Design game_turn_scheduler, sky130hd; sources not shown.
Fig. 1: clock routing
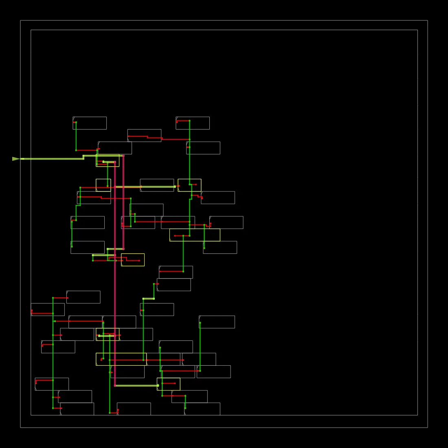
number of clock buffers in the layout: 5
Seq cells: 38

Fig. 2: pin map
Bar = 20 µm. Pins as bars across the die edge, other pins in gray.
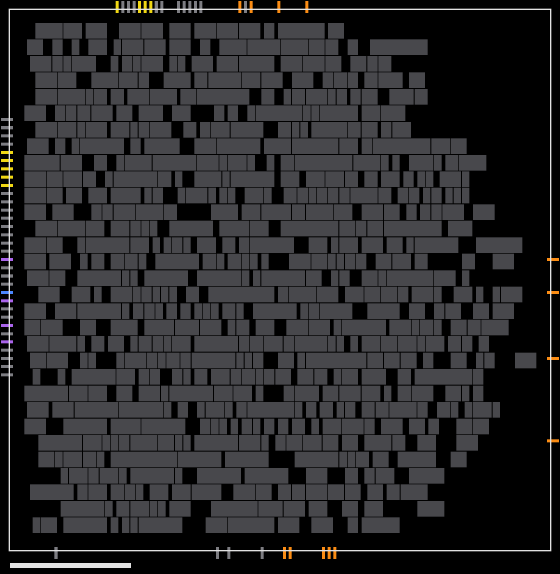
[`busy`] blue | pins: 1 | direction: output | edge: west
[`wr_troop`] yellow | pins: 9 | direction: output | edge: 5 west, 4 north
[`rd_v`] purple | pins: 4 | direction: output | edge: west
[`round`] orange | pins: 13 | direction: output | edge: 5 south, 4 north, 4 east
IO Port Bufs: 61
Die Width: 89.12 µm

Fig. 3: where the registers sit
Bar = 20 µm.
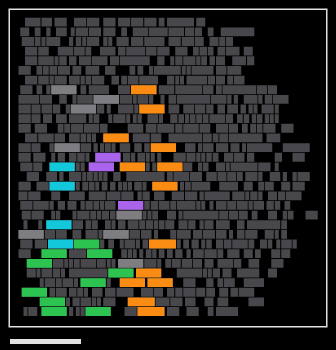
[`round`] orange | placed flops: 13
[`state_q`] purple | placed flops: 3
[`rd_v`] cyan | placed flops: 4
[`timer_q`] green | placed flops: 10 | where: south-west
fraction of area in registers: 0.1441
Sequential Area: 764.5 µm²
Util after Layout: 0.7433
P_seq: 0.200 mW

Fig. 4: the metal 1 layer
Bar = 20 µm.
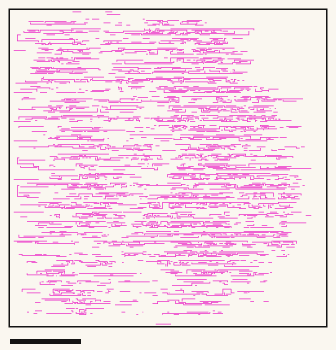
nets with wire on the layer: 598
main direction: horizontal
share of all routed wire: 40%
wire length on this layer: 4970 µm
longest straight run: 32.2 µm
final wirelength: 12.28 mm
vias after detailed routing: 4620

==> results.txt <==
run metrics: mapped cell area=between 0.003 and 0.004 mm², yosys stat chip area=roughly 0.0040 mm², wire per inst=approximately 17 µm, initial antenna violation count=0, Post-synth seq share=0.1909, Top cell area share=0.1909, Slowest-stage cell, CP=or4_4, Worst setup SP type=register, count leader, synth=nor2_1, Hold Crit Depth=2, critical path required time=~7.0 ns, Rows=31, Synth flops=38, GP Congestion=0.9801, final setup fails=0, crit path max fanout=10, drt drc=0, Max Clk Rate=about 130 MHz, clock sinks=38, CTS max path bufs=2, top cells by area=dfxtp_1 19%, nor2_1 6.7%, nand2_1 4.1%, share of layout cells above drive strength 1=0.2036, Syn Area/Cell=about 7.5 µm², vias in the first global route=~4000, first-pass GRT wire length=18.33 mm, max reg flops=13, Worst R2R Path Depth=9, Synth Net Count=around 560, Placed Instances=just under 700, FF-to-FF setup slack=around 4.5 ns, Max-cap violations=0, I/O pins=around 64, Hold WS=0.4072 ns, min cycle time layout=7.791 ns, ys async rst share=0, Num CTS Buffers=5, CP top delay family=AND-OR/OR-AND gates, status=finished, final reports clean, Unique masters post-synth=slightly above 90, Area Overhead vs Synth=33.12%
[what timing repair did]
action,in CTS,in global routing
setup buffers,0,15
hold endpoints to repair,0,0
resized,6,77
endpoints found under the setup margin,9,10
pin swaps,2,26
hold buffers,0,0
[routing by layer]
metal / global-route usage / routed length, µm
met5: 0 / 0
met2: 0.4822 / 5997
met3: 0.04247 / 894
met1: 0.3580 / 4971
met4: 0.09634 / 414
[cell type report]
cell class / count / area, µm²
fillers: 523 / 1832
clock buffers: 5 / 68.82
inverters: 21 / 78.83
multi-input cells: 436 / 3254
repair buffers: 76 / 728.2
clock inverters: 3 / 68.82
flip-flops and latches: 38 / 764.5
plain buffers: 35 / 217.7
well taps: 99 / 123.9
[power by group]
group | internal (mW) | switching, mW | leakage [nW] | total (mW)
combinational | 0.0255 | 0.0260 | 1.71 | 0.0516
sequential | 0.197 | 0.00374 | 0.308 | 0.200
clock | 0.128 | 0.0743 | 0.0683 | 0.202
[kinds of logic (layout without fill, tap and decap cells)]
group                      after synthesis  in the layout  share of synthesized area
AOI/OAI and AO/OA                      149            149                     0.3093
xor gates and xnor gates                30             30                    0.06593
adders and majority gates               12             12                    0.03768
buffers and inverters                   56            140                    0.06782
DFF                                     38             38                     0.1909
muxes                                    9              9                    0.02386
other                                    1              1                  0.0009410
and+or+nand+nor                        235            235                     0.3036
[cells in the final DEF (no fill, tap or decap), drive strengths merged, types with 20 or more instances in the layout]
cell type | synthesis | layout
buf | 24 | 36
nand2 | 43 | 43
clkdlybuf4s50 | 0 | 59
inv | 21 | 21
a21oi | 31 | 31
dfxtp | 38 | 38
o21ai | 20 | 20
nor3 | 26 | 26
nand3 | 22 | 22
nor2 | 71 | 71
Power figures rest on the tool's default switching activity, not on a simulated workload.
